==> run_1/final_clocks.png <==
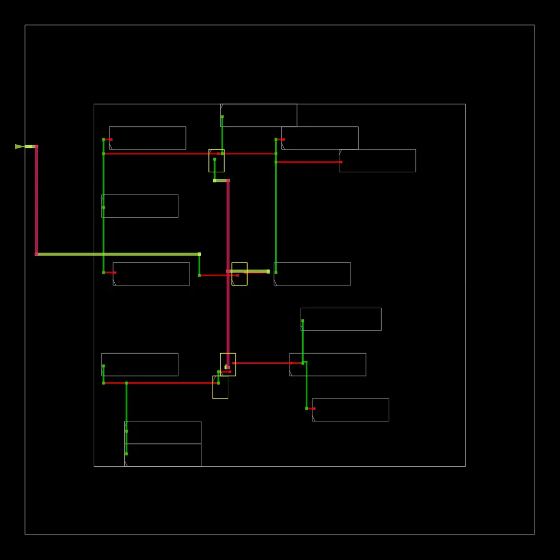
==> run_1/clock_map.png <==
Bar = 20 um.
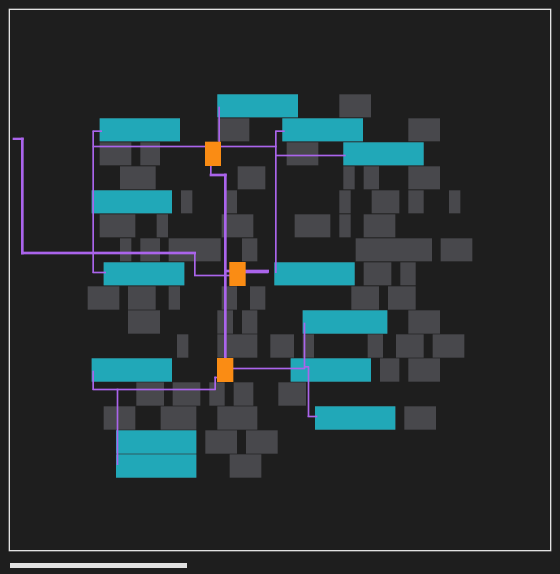
==> run_1/gate_families.png <==
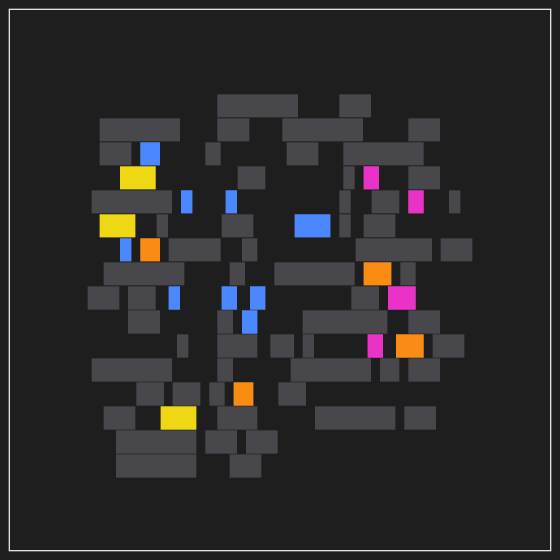
$ cat src/rtl/abro_pkg.sv
// Shared state encodings for the ABRO controller family.
// The states are one-hot, so any value with zero or several bits set is illegal.
package abro_pkg;

  localparam int STATE_W = 3;

  typedef enum logic [STATE_W-1:0] {
    S_WAIT = 3'b001,
    S_FIRE = 3'b010,
    S_HOLD = 3'b100
  } state_e;

endpackage

$ cat src/rtl/abro_event_capture.sv
// Sticky per-channel event accumulator with a synchronous clear.
// It also detects when the current edge would make every channel seen.
module abro_event_capture #(
  parameter int N = 2
) (
  input  logic         clk,
  input  logic         rst_n,
  input  logic         clr,
  input  logic         en,
  input  logic [N-1:0] ev,
  output logic [N-1:0] seen,
  output logic         all_seen
);

  logic [N-1:0] seen_r;
  logic [N-1:0] merged_s;

  // The detect looks at seen | ev, so a completing edge is recognised one cycle early.
  always_comb begin
    merged_s = seen_r | ev;
    all_seen = &merged_s;
  end

  // Capture register. A clear takes priority over capture.
  always_ff @(posedge clk or negedge rst_n) begin
    if (!rst_n) begin
      seen_r <= '0;
    end else if (clr) begin
      seen_r <= '0;
    end else if (en) begin
      seen_r <= merged_s;
    end
  end

  assign seen = seen_r;

endmodule

$ cat src/rtl/abro_n_fsm.sv
// N-channel ABRO controller: fires o once every channel has been seen, then waits for r.
// It also keeps a saturating count of completions since reset.
module abro_n_fsm
  import abro_pkg::*;
#(
  parameter int N          = 2,
  parameter int PULSE_MODE = 1,
  parameter int CNT_W      = 8
) (
  input  logic               clk,
  input  logic               rst_n,
  input  logic [N-1:0]       ev,
  input  logic               r,
  output logic               o,
  output logic [STATE_W-1:0] state,
  output logic [N-1:0]       seen,
  output logic [CNT_W-1:0]   done_cnt
);

  localparam logic [CNT_W-1:0] CNT_MAX = {CNT_W{1'b1}};

  state_e           state_r;
  state_e           state_nxt_s;
  logic             clr_s;
  logic             cap_en_s;
  logic             fire_s;
  logic             all_seen_s;
  logic             o_s;
  logic [CNT_W-1:0] done_cnt_r;

  abro_event_capture #(.N(N)) u_capture (
    .clk      (clk),
    .rst_n    (rst_n),
    .clr      (clr_s),
    .en       (cap_en_s),
    .ev       (ev),
    .seen     (seen),
    .all_seen (all_seen_s)
  );

  // Next-state and capture control. In S_WAIT, r beats a completing event on the same edge.
  always_comb begin
    state_nxt_s = S_WAIT;
    clr_s       = 1'b0;
    cap_en_s    = 1'b0;
    fire_s      = 1'b0;
    case (state_r)
      S_WAIT: begin
        if (r) begin
          clr_s       = 1'b1;
          state_nxt_s = S_WAIT;
        end else begin
          cap_en_s = 1'b1;
          if (all_seen_s) begin
            fire_s      = 1'b1;
            state_nxt_s = S_FIRE;
          end else begin
            state_nxt_s = S_WAIT;
          end
        end
      end
      S_FIRE: begin
        if (r) begin
          clr_s       = 1'b1;
          state_nxt_s = S_WAIT;
        end else begin
          state_nxt_s = S_HOLD;
        end
      end
      S_HOLD: begin
        if (r) begin
          clr_s       = 1'b1;
          state_nxt_s = S_WAIT;
        end else begin
          state_nxt_s = S_HOLD;
        end
      end
      default: begin
        clr_s       = 1'b1;
        state_nxt_s = S_WAIT;
      end
    endcase
  end

  // State register.
  always_ff @(posedge clk or negedge rst_n) begin
    if (!rst_n) begin
      state_r <= S_WAIT;
    end else begin
      state_r <= state_nxt_s;
    end
  end

  // Completion counter. It counts up on the S_WAIT -> S_FIRE edge and sticks at its maximum.
  always_ff @(posedge clk or negedge rst_n) begin
    if (!rst_n) begin
      done_cnt_r <= '0;
    end else if (fire_s && (done_cnt_r != CNT_MAX)) begin
      done_cnt_r <= done_cnt_r + CNT_W'(1);
    end
  end

  // Output decode. It depends on state only, never on ev or r.
  always_comb begin
    o_s = 1'b0;
    case (state_r)
      S_FIRE:  o_s = 1'b1;
      S_HOLD:  o_s = (PULSE_MODE == 0);
      default: o_s = 1'b0;
    endcase
  end

  assign o        = o_s;
  assign state    = state_r;
  assign done_cnt = done_cnt_r;

endmodule
$ cat config.mk
export PLATFORM = sky130hd
export DESIGN_NAME = abro_n_fsm
export DESIGN_NICKNAME = d
export VERILOG_FILES = /design/src/rtl/abro_pkg.sv /design/src/rtl/abro_event_capture.sv /design/src/rtl/abro_n_fsm.sv
export SDC_FILE = /design/constraint.sdc
export NUM_CORES = 1
export LEC_CHECK = 0
export CELL_PAD_IN_SITES_DETAIL_PLACEMENT = 1
export CELL_PAD_IN_SITES_GLOBAL_PLACEMENT = 2
export CORE_MARGIN = 8
export CORE_UTILIZATION = 32
export CTS_BUF_LIST = sky130_fd_sc_hd__clkbuf_2
export DETAILED_ROUTE_END_ITERATION = 6
export PLACE_DENSITY_LB_ADDON = 0.1
export SLEW_MARGIN = 20
export SYNTH_ARGS = -nofsm -noshare
export SYNTH_HDL_FRONTEND = slang
export SYNTH_HIERARCHICAL = 1
export SYNTH_SLANG_ARGS = --single-unit
$ cat constraint.sdc
create_clock -name clk -period 3.2 [get_ports clk]
set_input_delay 0.64 -clock clk [delete_from_list [all_inputs] [get_ports clk]]
set_output_delay 0.64 -clock clk [all_outputs]
set_load 0.02 [all_outputs]
==> impl_metrics.csv, run 1 <==
group,metric,value,unit
cells_and_area,sh_comb_area,0.360,
global_route,grt_max_degree,14,
clocking,cts_resized,0,
detailed_routing,via_per_inst,4.57,
critical_path,arrival,1.67,ns
detailed_routing,drcViolationCount,0,
critical_path,timing.rr.start,"state[0]$_DFF_PN1_",
critical_path,critPathMaxStageDelay,0.60,ns
detailed_routing,dr_wl_met2,645,um
cells_and_area,layout_top_cells,"clkdlybuf4s50_1, dfrtp_1, nor2_1, xor2_1",
cells_and_area,largest_class,"registers",
critical_path,r2r_end,"done_cnt[7]$_DFFE_PN0P_",
global_route,use_met2,0.131,
global_route,antenna_found_initial,0,
timing,tightest_slew,0.571,ns
floorplan,die_h,61.2,um
clocking,cts_tree,"done",
detailed_routing,route.met3.wl,102,um
synth,ys_cells,57,
global_route,busiest_layer,"met2",
global_route,grt_pass1_wl,2340,um
global_route,grt_util_met3,0.0271,
synth,syn_area,653,um^2
cells_and_area,fin_nets,86,
hold_path,min_to,"done_cnt[4]$_DFFE_PN0P_",
cells_and_area,layout-drive-gt1-share,0.177,
timing,post-route-period-util,0.722,
cells_and_area,lay_top_count,"clkdlybuf4s50_1",
cells_and_area,instances_no_fill,106,
synth,top_logic_kind,"simple AND/OR/NAND/NOR gates",
clocking,cts_buffers,3,
clocking,cts_hold_buf,0,
clocking,clock_path_buffers,2,
hold_path,hold_depth,1,
cells_and_area,largest_reg_flops,8,
cells_and_area,final_util,0.457,
detailed_routing,vias,484,
floorplan,nWellTaps,27,
timing,report.final.slew_viol_count,0,
timing,hold_slack,0.524,ns
cells_and_area,nFillCells,234,
synth,ys_sh_aoi,0.0498,
cells_and_area,bufAreaShareNonClock,0.203,
cells_and_area,fin_area,887,um^2
cells_and_area,register_area,327,um^2
run,tool_warnings,26,
clocking,htree_levels,1,
detailed_routing,dr.pass1.iters,2,
placement,place.gp.congestion,0.700,
power,max-vdd-ir-drop,0.402,mV
synth,yosysChipArea,653,um^2
clocking,cts_setup_buffers,0,
timing,fin_setup_tns,0,ns
critical_path,cp_num_cells,3,
synth,synthCells,57,
clocking,clk_root_buffer_cell,"clkbuf_2",
floorplan,io_pins,19,
placement,placed_cells,102,
timing,setup_ws,0.890,ns
floorplan,fp_util,0.336,
synth,top_cells_by_count,"dfrtp_1, nor2_1, xor2_1",
cells_and_area,buffers,18,
power,p_leak,0.410,nW
power,p_sw_frac,0.355,
power,p_seq_frac,0.472,
timing,rsz0062_at_grt,"no",
hold_path,min_from,"done_cnt[4]$_DFFE_PN0P_",
synth,ys_warn_count,6,
timing,worst_slew_margin_rel,0.618,
cells_and_area,clock_area_frac,0.0226,
detailed_routing,wl,1360,um
synth,simple_gate_share,0.287,
synth,fa_ha_area_frac,0.0192,
critical_path,cp.required,2.56,ns
synth,ys_top_cells_by_area,"dfrtp_1, xor2_1, dfstp_2, nor4b_4, mux2_2",
synth,ys_sh_mux,0.0517,
power,power,0.495,mW
cells_and_area,combGateArea,319,um^2
timing,layout_min_cycle_time,2.31,ns
synth,synth.top_cell.area_share,0.460,
detailed_routing,drt_iter0_drc,5,
critical_path,crit_fanout,6,
critical_path,reg2regPathDepth,4,
critical_path,cp-start-kind,"flip-flop",
cells_and_area,seq_area_frac,0.368,
critical_path,critical-path-top-delay-family,"buffers and inverters",
critical_path,critical_path_class,"reg2out",
cells_and_area,area_growth_syn_to_layout,35.8,%
global_route,grt_overflow,0,
power,power_density,558,mW/mm^2
floorplan,fp.dieW,61.2,um
power,p_comb,0.176,mW
cells_and_area,comb_cells,42,
critical_path,crit_end,"o",
cells_and_area,nClkBuffers,4,
power,power.internal,0.319,mW
critical_path,cp_slowest_cell,"clkdlybuf4s50_1",
synth,flop_cell,"dfrtp_1",
hold_path,hold_path.class,"reg2reg",
synth,top_cell,"dfrtp_1",
timing,clock.fmax,0.433,GHz
run,cap_viol_max_count,0,
placement,place_hpwl,1130,um
cells_and_area,diodes,0,
synth,yosysSeqAreaShare,0.500,
status,run_status,"complete, no violations",
detailed_routing,wl_per_cell,12.8,um
synth,yosysTopAreaCell,"dfrtp_1",
clocking,clock_sinks,13,
synth,ys_async_sr_fraction,1.00,
global_route,grt_usage,0.0847,
clocking,path_clk_slew,0.13,ns
floorplan,core_area,0.00194,mm^2
global_route,gr-usage-met1,0.0959,
synth,yosysUniqueCellTypes,28,
cells_and_area,nNonClkInverters,2,
placement,pre_cts_ws,0.883,ns
synth,fp_nets,63,
synth,ys_sh_xor,0.0805,
-- final_clocks.png (at the start) --
Clock net power: 0.0858 mW
Latency at later pin: 0.28 ns
Flops: 13
worst clock skew: 0.00988 ns

-- clock_map.png (at the start) --
[cells driving clock nets] orange | count: 3
[clock wires] purple | length: 191 um
[flip-flops] cyan | count: 13
routed clock nets	4
clock share of power: 0.173

-- gate_families.png (at the start) --
family	colour	cells
NAND gates	blue	9
inverting AOI/OAI gates	magenta	4
multiplexers	yellow	3
AND and OR gates	orange	4

--- run 2 (diff from run 1) ---
--- a/config.mk
+++ b/config.mk
@@ -8,7 +8,7 @@
 export CELL_PAD_IN_SITES_DETAIL_PLACEMENT = 1
 export CELL_PAD_IN_SITES_GLOBAL_PLACEMENT = 2
 export CORE_MARGIN = 8
-export CORE_UTILIZATION = 32
+export CORE_UTILIZATION = 30
 export CTS_BUF_LIST = sky130_fd_sc_hd__clkbuf_2
 export DETAILED_ROUTE_END_ITERATION = 6
 export PLACE_DENSITY_LB_ADDON = 0.1
==> constraint.sdc (replaced) <==
create_clock -name clk -period 2.36 [get_ports clk]
set_input_delay 0.472 -clock clk [delete_from_list [all_inputs] [get_ports clk]]
set_output_delay 0.472 -clock clk [all_outputs]
set_load 0.02 [all_outputs]
==> run 2 against run 1 <==
  * Synthesized cell count is the same
  * Via count grew 2.9%
  * Hold slack gained 0.0061 ns
  * Largest cell class unchanged
  * Critical path depth is the same
  * Wire length grew 7.8%
  * Sequential cell count is the same
  * Global-route usage shrank 0.13 points
  * Largest power group unchanged
  * First-iteration DRC count grew to 4.6 times the previous value
  * Clock skew shrank 0.0016 ns
  * Critical endpoint unchanged
  * Worst setup slack lost 0.68 ns
==> impl_metrics.csv, run 2 <==
group,metric,value,unit
synth,top_logic_kind,"simple AND/OR/NAND/NOR gates",
cells_and_area,largest_reg_flops,8,
clocking,cts_resized,0,
cells_and_area,seq_area_frac,0.368,
synth,yosysTopAreaCell,"dfrtp_1",
placement,pre_cts_ws,0.210,ns
placement,place.gp.congestion,0.713,
cells_and_area,diodes,0,
synth,synth.top_cell.area_share,0.460,
critical_path,cp.required,1.89,ns
detailed_routing,drt_iter0_drc,23,
placement,placed_cells,103,
clocking,htree_levels,1,
synth,synthCells,57,
detailed_routing,drcViolationCount,0,
cells_and_area,largest_class,"registers",
hold_path,min_from,"done_cnt[4]$_DFFE_PN0P_",
cells_and_area,lay_top_count,"clkdlybuf4s50_1",
global_route,grt_max_degree,14,
clocking,cts_setup_buffers,0,
hold_path,hold_path.class,"reg2reg",
detailed_routing,wl_per_cell,13.7,um
global_route,grt_overflow,0,
synth,ys_sh_xor,0.0805,
cells_and_area,comb_cells,42,
clocking,path_clk_slew,0.14,ns
critical_path,crit_fanout,6,
global_route,antenna_found_initial,0,
synth,yosysSeqAreaShare,0.500,
synth,flop_cell,"dfrtp_1",
cells_and_area,final_util,0.418,
critical_path,r2r_end,"done_cnt[1]$_DFFE_PN0P_",
synth,fa_ha_area_frac,0.0192,
cells_and_area,bufAreaShareNonClock,0.203,
placement,place_hpwl,1170,um
detailed_routing,via_per_inst,4.65,
cells_and_area,sh_comb_area,0.359,
timing,report.final.slew_viol_count,0,
synth,yosysUniqueCellTypes,28,
power,max-vdd-ir-drop,0.466,mV
global_route,grt_util_met3,0.0341,
cells_and_area,layout_top_cells,"clkdlybuf4s50_1, dfrtp_1, nor2_1, xor2_1",
critical_path,timing.rr.start,"state[0]$_DFF_PN1_",
floorplan,fp.dieW,62.7,um
hold_path,min_to,"done_cnt[4]$_DFFE_PN0P_",
clocking,cts_tree,"done",
critical_path,arrival,1.68,ns
floorplan,die_h,62.7,um
global_route,grt_usage,0.0834,
power,power,0.675,mW
global_route,busiest_layer,"met2",
timing,worst_slew_margin_rel,0.597,
power,power_density,759,mW/mm^2
global_route,gr-usage-met1,0.0995,
cells_and_area,buffers,18,
synth,yosysChipArea,653,um^2
timing,layout_min_cycle_time,2.15,ns
synth,ys_sh_aoi,0.0498,
hold_path,hold_depth,1,
global_route,use_met2,0.125,
detailed_routing,vias,498,
cells_and_area,layout-drive-gt1-share,0.177,
critical_path,critPathMaxStageDelay,0.59,ns
synth,ys_top_cells_by_area,"dfrtp_1, xor2_1, dfstp_2, nor4b_4, mux2_2",
clocking,clock_path_buffers,2,
synth,fp_nets,63,
cells_and_area,clock_area_frac,0.0225,
power,p_sw_frac,0.359,
cells_and_area,seq_cells,13,
detailed_routing,wl,1470,um
timing,post-route-period-util,0.911,
synth,ys_warn_count,6,
cells_and_area,register_area,327,um^2
synth,ys_sh_mux,0.0517,
synth,top_cell,"dfrtp_1",
critical_path,critical_path_class,"reg2out",
power,p_seq_frac,0.471,
status,run_status,"complete, no violations",
power,power.internal,0.433,mW
cells_and_area,nFillCells,243,
clocking,clk_root_buffer_cell,"clkbuf_2",
==> run_2/clock_map.png <==
Bar = 20 um.
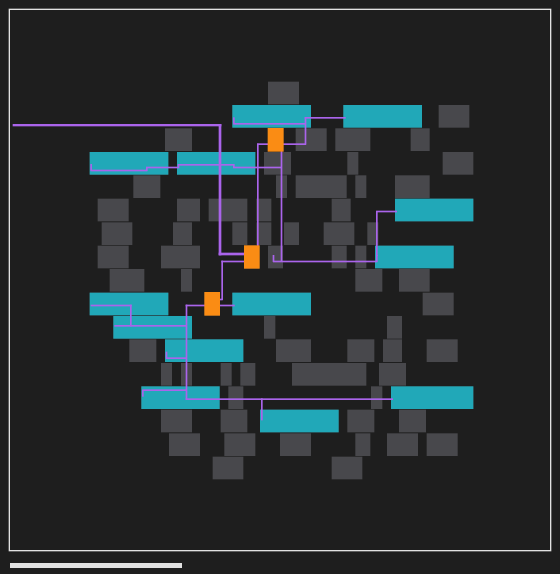
[clock wires] purple | length: 211 um
[cells driving clock nets] orange | count: 3
[flip-flops] cyan | count: 13
routed clock nets	4
clock share of power: 0.177
Latency at later pin: 0.27 ns
worst clock skew: 0.00827 ns
Clock net power: 0.119 mW

==> run_2/final_clocks.png <==
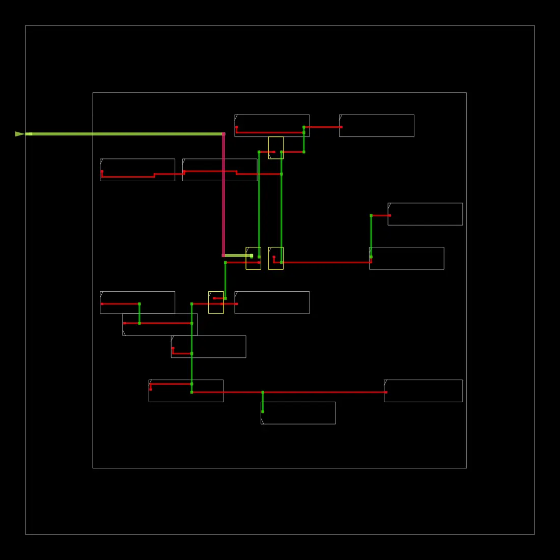
Sink Count: 13
Clock Buffer Count: 4
CTS Buf Count: 3

==> run_2/drive_strength.png <==
Bar = 20 um.
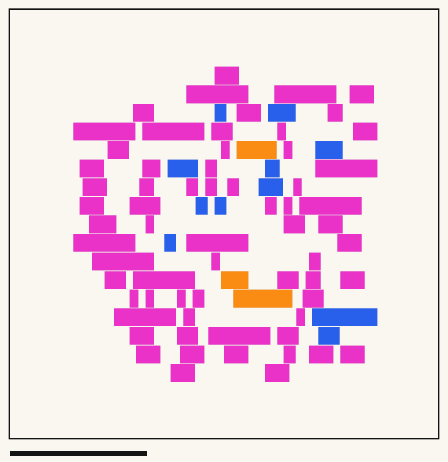
size	colour	cells	share
drive 3 to 4	orange	3	3.8%
drive 2	blue	11	14%
drive 1 or less	magenta	65	82%
cell area after layout: 888 um^2
area grow syn2layout: 36.0%
Final WS setup: 0.210 ns

Power is estimated from default activity; no workload was simulated.
